--- src/rtl/otter_muldiv_if.sv ---
// Request/response bundle between the control unit and the multiply/divide unit.
//   start  : request strobe, sampled only while the unit is idle
//   funct3 : RV32M operation select (MUL..REMU)
//   src_a  : rs1 operand / dividend
//   src_b  : rs2 operand / divisor
//   busy   : unit is working; the pipeline stalls on it
//   done   : one-cycle pulse, result valid in that cycle
//   result : last completed result, held until the next done
interface otter_muldiv_if #(
    parameter int WIDTH = 32
) ();
    logic             start;
    logic [2:0]       funct3;
    logic [WIDTH-1:0] src_a;
    logic [WIDTH-1:0] src_b;
    logic             busy;
    logic             done;
    logic [WIDTH-1:0] result;

    modport master (
        output start, funct3, src_a, src_b,
        input  busy, done, result
    );

    modport slave (
        input  start, funct3, src_a, src_b,
        output busy, done, result
    );
endinterface

--- src/rtl/otter_muldiv.sv ---
// Iterative RV32M multiply/divide unit with a uniform WIDTH+1 cycle latency.
//   clk : rising-edge clock
//   rst : synchronous active-high reset; aborts any operation in flight
//   bus : otter_muldiv_if slave (start/funct3/src_a/src_b in, busy/done/result out)
// Operands are reduced to magnitudes at acceptance. WIDTH radix-2 steps then run
// on a shared 2*WIDTH accumulator:
//   multiply : {partial product, multiplier}
//   divide   : {remainder, quotient/dividend}
// Signs are reapplied when the last step completes.
module otter_muldiv #(
    parameter int WIDTH = 32
) (
    input logic           clk,
    input logic           rst,
    otter_muldiv_if.slave bus
);
    localparam int CNT_W = $clog2(WIDTH + 1);

    typedef enum logic [1:0] {IDLE, CALC, FIN} state_t;

    state_t             state, state_next;
    logic [CNT_W-1:0]   count;
    logic [2:0]         op;
    logic               sign_a, sign_b, div_zero;
    logic [WIDTH-1:0]   operand;
    logic [2*WIDTH-1:0] acc, acc_step;
    logic [WIDTH-1:0]   result_q;
    logic [WIDTH:0]     add_sum, rem_shift;
    logic [2*WIDTH-1:0] prod_fin;
    logic [WIDTH-1:0]   quot_fin, rem_fin, fin_value;
    logic               in_sa, in_sb;
    logic [WIDTH-1:0]   in_mag_a, in_mag_b;

    function automatic logic [WIDTH-1:0] negate_w(input logic [WIDTH-1:0] v, input logic neg);
        return neg ? (~v + 1'b1) : v;
    endfunction

    function automatic logic [2*WIDTH-1:0] negate_2w(input logic [2*WIDTH-1:0] v, input logic neg);
        return neg ? (~v + 1'b1) : v;
    endfunction

    // Which operand is interpreted as two's complement for a given funct3.
    function automatic logic a_is_signed(input logic [2:0] f);
        return !(f == 3'b011 || f == 3'b101 || f == 3'b111);
    endfunction

    function automatic logic b_is_signed(input logic [2:0] f);
        return (f == 3'b000 || f == 3'b001 || f == 3'b100 || f == 3'b110);
    endfunction

    assign in_sa    = a_is_signed(bus.funct3) & bus.src_a[WIDTH-1];
    assign in_sb    = b_is_signed(bus.funct3) & bus.src_b[WIDTH-1];
    assign in_mag_a = negate_w(bus.src_a, in_sa);
    assign in_mag_b = negate_w(bus.src_b, in_sb);

    assign bus.busy   = (state != IDLE);
    assign bus.done   = (state == FIN);
    assign bus.result = result_q;

    always_ff @(posedge clk) begin
        if (rst) state <= IDLE;
        else     state <= state_next;
    end

    always_comb begin
        state_next = state;
        unique case (state)
            IDLE:    if (bus.start) state_next = CALC;
            CALC:    if (count == CNT_W'(1)) state_next = FIN;
            FIN:     state_next = IDLE;
            default: state_next = IDLE;
        endcase
    end

    // One radix-2 step. For divide, the trial remainder is always below twice
    // the divisor, so the W-bit difference is exact whenever it is taken.
    always_comb begin
        add_sum   = {1'b0, acc[2*WIDTH-1:WIDTH]} + {1'b0, (acc[0] ? operand : '0)};
        rem_shift = {acc[2*WIDTH-1:WIDTH], acc[WIDTH-1]};
        if (op[2]) begin
            if (rem_shift >= {1'b0, operand})
                acc_step = {rem_shift[WIDTH-1:0] - operand, acc[WIDTH-2:0], 1'b1};
            else
                acc_step = {rem_shift[WIDTH-1:0], acc[WIDTH-2:0], 1'b0};
        end else begin
            acc_step = {add_sum, acc[WIDTH-1:1]};
        end
    end

    // Sign correction applied to the value produced by the final step.
    // A zero divisor yields all-ones for the quotient regardless of sign;
    // the remainder naturally returns the dividend.
    always_comb begin
        prod_fin = negate_2w(acc_step, sign_a ^ sign_b);
        quot_fin = div_zero ? '1 : negate_w(acc_step[WIDTH-1:0], sign_a ^ sign_b);
        rem_fin  = negate_w(acc_step[2*WIDTH-1:WIDTH], sign_a);
        unique case (op)
            3'b000:                 fin_value = prod_fin[WIDTH-1:0];
            3'b001, 3'b010, 3'b011: fin_value = prod_fin[2*WIDTH-1:WIDTH];
            3'b100, 3'b101:         fin_value = quot_fin;
            default:                fin_value = rem_fin;
        endcase
    end

    always_ff @(posedge clk) begin
        if (rst) begin
            count    <= '0;
            op       <= '0;
            sign_a   <= 1'b0;
            sign_b   <= 1'b0;
            div_zero <= 1'b0;
            operand  <= '0;
            acc      <= '0;
            result_q <= '0;
        end else begin
            unique case (state)
                IDLE: if (bus.start) begin
                    op       <= bus.funct3;
                    sign_a   <= in_sa;
                    sign_b   <= in_sb;
                    div_zero <= (bus.src_b == '0);
                    count    <= CNT_W'(WIDTH);
                    operand  <= bus.funct3[2] ? in_mag_b : in_mag_a;
                    acc      <= {{WIDTH{1'b0}}, (bus.funct3[2] ? in_mag_a : in_mag_b)};
                end
                CALC: begin
                    acc   <= acc_step;
                    count <= count - 1'b1;
                    if (count == CNT_W'(1)) result_q <= fin_value;
                end
                default: ;
            endcase
        end
    end
endmodule

--- src/flat_wrapper.sv ---
// flat-port wrapper written by rule: the top's interface ports become plain ports
module otter_muldiv_flat 
#(
    parameter int WIDTH = 32
)
  (clk, rst, bus_start, bus_funct3, bus_src_a, bus_src_b, bus_busy, bus_done, bus_result);
  otter_muldiv_if #(.WIDTH(WIDTH)) bus_i ();
  input logic clk;
  input logic rst;
  input wire logic [$bits(bus_i.start)-1:0] bus_start;
  input wire logic [$bits(bus_i.funct3)-1:0] bus_funct3;
  input wire logic [$bits(bus_i.src_a)-1:0] bus_src_a;
  input wire logic [$bits(bus_i.src_b)-1:0] bus_src_b;
  output wire logic [$bits(bus_i.busy)-1:0] bus_busy;
  output wire logic [$bits(bus_i.done)-1:0] bus_done;
  output wire logic [$bits(bus_i.result)-1:0] bus_result;
  assign bus_i.start = bus_start;
  assign bus_i.funct3 = bus_funct3;
  assign bus_i.src_a = bus_src_a;
  assign bus_i.src_b = bus_src_b;
  assign bus_busy = bus_i.busy;
  assign bus_done = bus_i.done;
  assign bus_result = bus_i.result;
  otter_muldiv #(.WIDTH(WIDTH)) u_core (.clk(clk), .rst(rst), .bus(bus_i));
endmodule
--- config.mk ---
export PLATFORM = sky130hd
export DESIGN_NAME = otter_muldiv_flat
export DESIGN_NICKNAME = d
export VERILOG_FILES = /design/src/rtl/otter_muldiv_if.sv /design/src/rtl/otter_muldiv.sv /design/src/flat_wrapper.sv
export SDC_FILE = /design/constraint.sdc
export NUM_CORES = 1
export LEC_CHECK = 0
export CAP_MARGIN = 20
export CELL_PAD_IN_SITES_DETAIL_PLACEMENT = 1
export CELL_PAD_IN_SITES_GLOBAL_PLACEMENT = 1
export CORE_MARGIN = 2
export CORE_UTILIZATION = 42
export CTS_CLUSTER_DIAMETER = 30
export CTS_CLUSTER_SIZE = 28
export DETAILED_ROUTE_END_ITERATION = 16
export GPL_ROUTABILITY_DRIVEN = 0
export PLACE_DENSITY_LB_ADDON = 0.1
export SETUP_SLACK_MARGIN = 0.2
export SKIP_CTS_REPAIR_TIMING = 1
export SYNTH_ARGS = -nofsm -noshare
export SYNTH_HDL_FRONTEND = slang
export SYNTH_SLANG_ARGS = --single-unit
--- constraint.sdc ---
create_clock -name clk -period 6.66 [get_ports clk]
set_input_delay 1.665 -clock clk [delete_from_list [all_inputs] [get_ports clk]]
set_output_delay 1.665 -clock clk [all_outputs]
set_load 0.01 [all_outputs]
run_1/flops_by_reg.png
Bar = 50 µm.
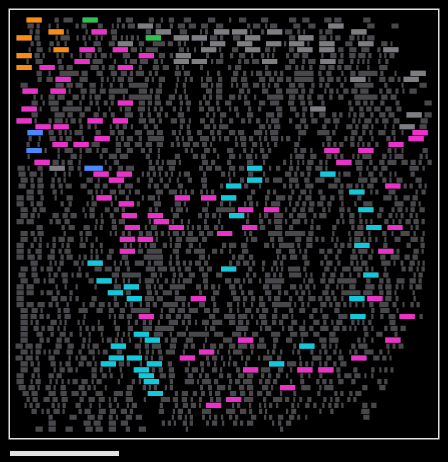
[magenta] `u_core.acc` | placed flops: 64 | where: spread over the die
[green] `u_core.state` | placed flops: 2
[cyan] `u_core.operand` | placed flops: 32
[blue] `u_core.op` | placed flops: 3
[orange] `u_core.count` | placed flops: 6 | where: north-west
not coloured: 35
power drawn by the sequential cells: 0.966 mW
sequential cell area in the final layout: 2850 µm²

run_1/metal_density.png
The die is cut into 39 by 39 equal tiles; dark purple is low, yellow is high, scaled to the fullest tile. Values are wire area over tile area, all layers added.
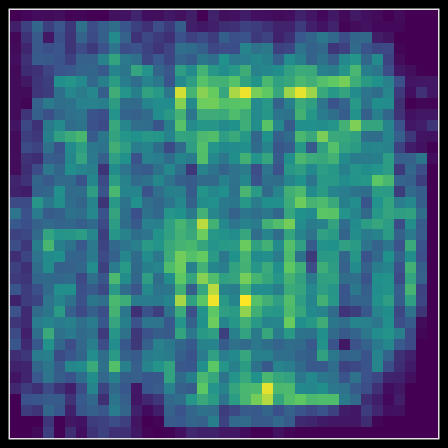
nearly empty tiles: 6.8%
mean over tiles: 0.29
emptiest ninth of the die: south-east
final routed wirelength across all metal layers: 68400 µm
all-layer global routing usage: 35.3%
routed vias: 17700
routed len/inst: 25.4 µm

run_1/wires.png
Only two layers are drawn.
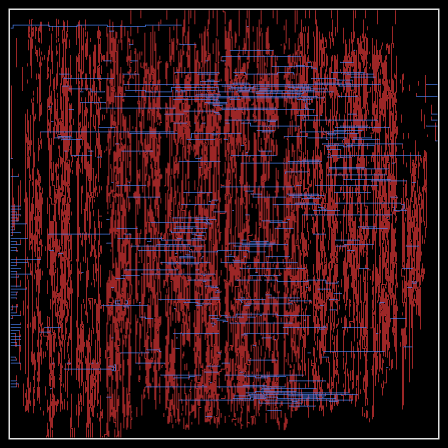
[blue] metal 3 | wire length: 4340 µm
[red] metal 2 | wire length: 31.0 mm

run_1/clocks.png
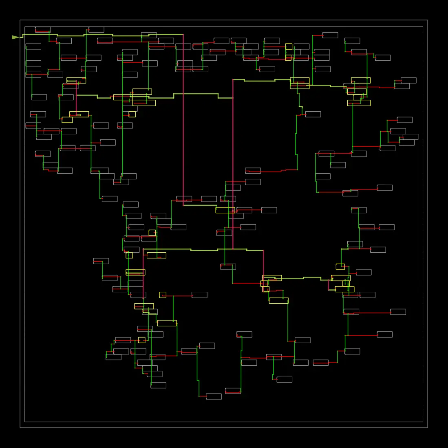
power attributed to the clock group: 1.03 mW
number of clock buffers in the layout: 18
number of flip-flops and latches: 142
worst skew pair latency: 0.46 ns
Num CTS Buffers: 17

==> run notes, run 1 <==
• status: finished clean
• count of library flops with an enable pin: 0
• P_leak: 6.51 nW
• Max stage delay cell, worst path: sky130_fd_sc_hd__or4_4
• Core Util at FP: 42.6%
• Pwr Density: 201 nW/µm²
• worst stage delay on the critical path: 0.59 ns
• clock net sink count: 142
• main logic family after synthesis: AND-OR/OR-AND gates
• proportion of synthesized chip area in sequential cells: 18.3%
• H-Tree Level Count: 4
• sequential share of power: 27.4%
• Yosys warning total: 0
• share of final-layout standard cells stronger than drive strength 1: 8.40%
• Hold Fails Final Rpt: 0
• Cell area leaders: sky130_fd_sc_hd__dfxtp_1 18%, sky130_fd_sc_hd__a21oi_1 6.6%, sky130_fd_sc_hd__xnor2_1 5.9%, sky130_fd_sc_hd__nor2_1 5.8%, sky130_fd_sc_hd__ha_1 5.6%
• Pwr Total: 3.53 mW
• number of logged tool warnings: 27
• largest net degree at the start of global routing: 76
• finished layout cell area: 17600 µm²
• vias per inst: 6.57
• ys flops: 142
• count of antenna diodes in the layout: 0
• xor+xnor area frac: 9.47%
• number of non-filler instances in the completed layout: 2694
• routed wire length on met2: 31000 µm
• Dominant cell area share: 18.3%
• endpoint kind of the worst setup timing path: flop
• IR Drop Worst-Case VDD: 210 µV
• number of buffers on the longest clock path: 2
• buffers plus inverters on the worst setup path: 2
• number of failing setup endpoints in the final timing report: 0
• 1st-iter DRT viols: 1542
• destination of the worst register-to-register timing path: u_core.bus.result[26]$_SDFFE_PP0P_
• number of instances in the synthesized netlist: 2183
• arithmetic-cell share of the synthesized area counting full adders, half adders and majority gates: 5.89%
• number of cells on the critical path: 21
• Sw Ratio: 42.9%
• switching component of the power: 1.51 mW
• total number of placement rows: 70
• Final Max-Slew Violation Tally: 0
• critical path class: flop to flop
• start point of the critical path: u_core.operand[22]$_SDFFE_PP0P_
• maximum clock frequency: 176 MHz
• Avg Cell Area, Syn: 7.12 µm²
• CTS tree: built
• worst setup slack after placement: 1.12 ns
• startpoint type of the worst setup path: flop
• antenna viol nets, final: 0
-- run 1: layout make-up --
| type | instances | area, µm² |
|---|---|---|
| clock buffers | 18 | 439 |
| flip-flops and latches | 142 | 2850 |
| fillers | 4646 | 18900 |
| well taps | 468 | 586 |
| inverters | 70 | 263 |
| repair buffers | 157 | 1430 |
| clock inverters | 14 | 169 |
| multi-input cells | 1825 | 11800 |
-- run 1: cell usage in the layout, fill, tap and decap left out, drive strengths merged, types with 47 or more instances in the layout --
cell type	count
clkdlybuf4s50	101
inv	78
xnor2	104
dfxtp	142
xor2	64
ha	70
o21ai	118
a21oi	211
nor3	65
nor2	244
and2	47
nand2	226
buf	56
nand3	57
==> run 1 -> run 2 <==
CORE_MARGIN = unset   (was 2)
clock period = 6.8 ns   (was 6.66 ns; I/O delays follow)
run_2/cell_density.png
Bar = 50 µm. The die is cut into 19 by 19 equal tiles; dark purple is low, yellow is high, 0 to 100% covered.
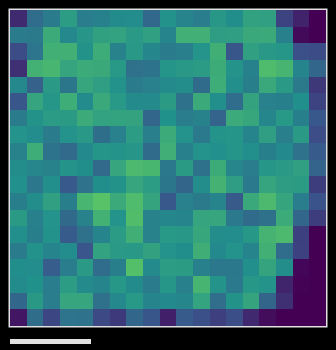
emptiest ninth of the die: south-east
mean over tiles: 45%
nearly empty tiles: 3.6%
fullest tile: 72%
final core area utilization: 47.9%
Core Util at FP: 42.6%
area of the core region: 36500 µm²

==> run 2 against run 1 <==
Compared with the run above: cell count decreased by 0.22%; maximum frequency increased by 0.40%; largest power group unchanged; critical path type unchanged; synthesized cell count is the same; sequential share of layout area is 0.086 points higher.
==> run notes, run 2 <==
• ys flops: 142, unchanged
• startpoint type of the worst setup path: flop, unchanged
• number of buffers on the longest clock path: 2, unchanged
• share of the final layout cell area in multi-input gates: 67.8%, was 67.4%
• routed len/inst: 25.4 µm, about the same
• Pwr Total: 3.37 mW, was 3.53 mW
• area used by multi-input combinational logic: 11900 µm², was 11800 µm²
• buffers plus inverters on the worst setup path: 2, unchanged
• largest net degree at the start of global routing: 78, was 76
• 1st-iter DRT viols: 1450, was 1542
• Num CTS Buffers: 17, unchanged
• Max stage delay cell, worst path: sky130_fd_sc_hd__or4_4, unchanged
• worst skew pair latency: 0.46 ns, about the same
• share of final-layout standard cells stronger than drive strength 1: 8.07%, was 8.40%
• Cell area leaders: sky130_fd_sc_hd__dfxtp_1 18%, sky130_fd_sc_hd__a21oi_1 6.6%, sky130_fd_sc_hd__xnor2_1 5.9%, sky130_fd_sc_hd__nor2_1 5.8%, sky130_fd_sc_hd__ha_1 5.6%, unchanged
• largest class: multi-input combinational cells, unchanged
• number of clock buffers in the layout: 18, unchanged
• Dominant cell area share: 18.3%, unchanged
• count of filler cells inserted in the layout: 4616, was 4646
• total number of placement rows: 70, unchanged
• CTS tree: built, unchanged
• finished layout cell area: 17500 µm², was 17600 µm²
• critical path class: flop to flop, unchanged
• maximum clock frequency: 176 MHz, about the same
• worst setup slack after placement: 1.30 ns, was 1.12 ns
• Signal inverters: 70, unchanged
• status: finished clean, unchanged
• number of multi-input logic gates: 1825, unchanged
• start point of the critical path: u_core.operand[30]$_SDFFE_PP0P_, was u_core.operand[22]$_SDFFE_PP0P_
• fraction of standard cell area that is sequential: 16.3%, was 16.2%
• destination of the worst register-to-register timing path: u_core.bus.result[26]$_SDFFE_PP0P_, unchanged
• clk tree area frac: 3.13%, was 3.46%
• antenna viol nets, final: 0, unchanged
• proportion of synthesized chip area in sequential cells: 18.3%, unchanged
• IR Drop Worst-Case VDD: 190 µV, was 210 µV
• Yosys warning total: 0, unchanged
• count of library flops with an enable pin: 0, unchanged
• count of antenna diodes in the layout: 1, was 0
• number of logged tool warnings: 27, unchanged
• power drawn by the sequential cells: 0.946 mW, was 0.966 mW
• area share of buffers outside the clock network: 7.91%, was 8.13%
• sequential share of power: 28.0%, was 27.4%
• number of cells on the critical path: 21, unchanged
• Pwr Density: 193 nW/µm², was 201 nW/µm²
• number of flip-flops and latches: 142, unchanged
• number of non-filler instances in the completed layout: 2688, was 2694
• most instantiated logic cell after routing: sky130_fd_sc_hd__nor2_1, unchanged
• P_leak: 6.44 nW, was 6.51 nW
• Avg Cell Area, Syn: 7.12 µm², unchanged
• H-Tree Level Count: 4, unchanged
run_2/clocks.png
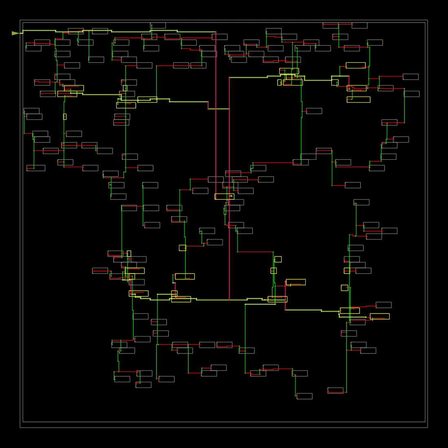
largest clock skew in the final design: 0.00916 ns
clock net sink count: 142
power attributed to the clock group: 0.932 mW

## run 2: cell count changes in the layout (fill, tap and decap cells not counted), sizes merged
cell / previous run / this run
buf: 56 / 50
bufinv: 2 / 1
clkinv: 3 / 4
clkinvlp: 1 / 5
diode: 0 / 1
inv: 78 / 73
## run 2: logic make-up after synthesis
group,synth area share (%)
compound gates,31.8
fa+ha+maj,5.89
mux,3.34
xor+xnor,9.47
simple gates,25.6
flops,18.3
buf+inv,5.70
## run 2: layer usage
layer	track usage, %	vias up	wire [µm]
met3	5.07	130	4620
met2	59.1	695	31300
met4	14.6	0	2790
met5	0	-	0
li1	-	8105	-
met1	46.6	8782	29400
Power figures rest on the tool's default switching activity, not on a simulated workload.
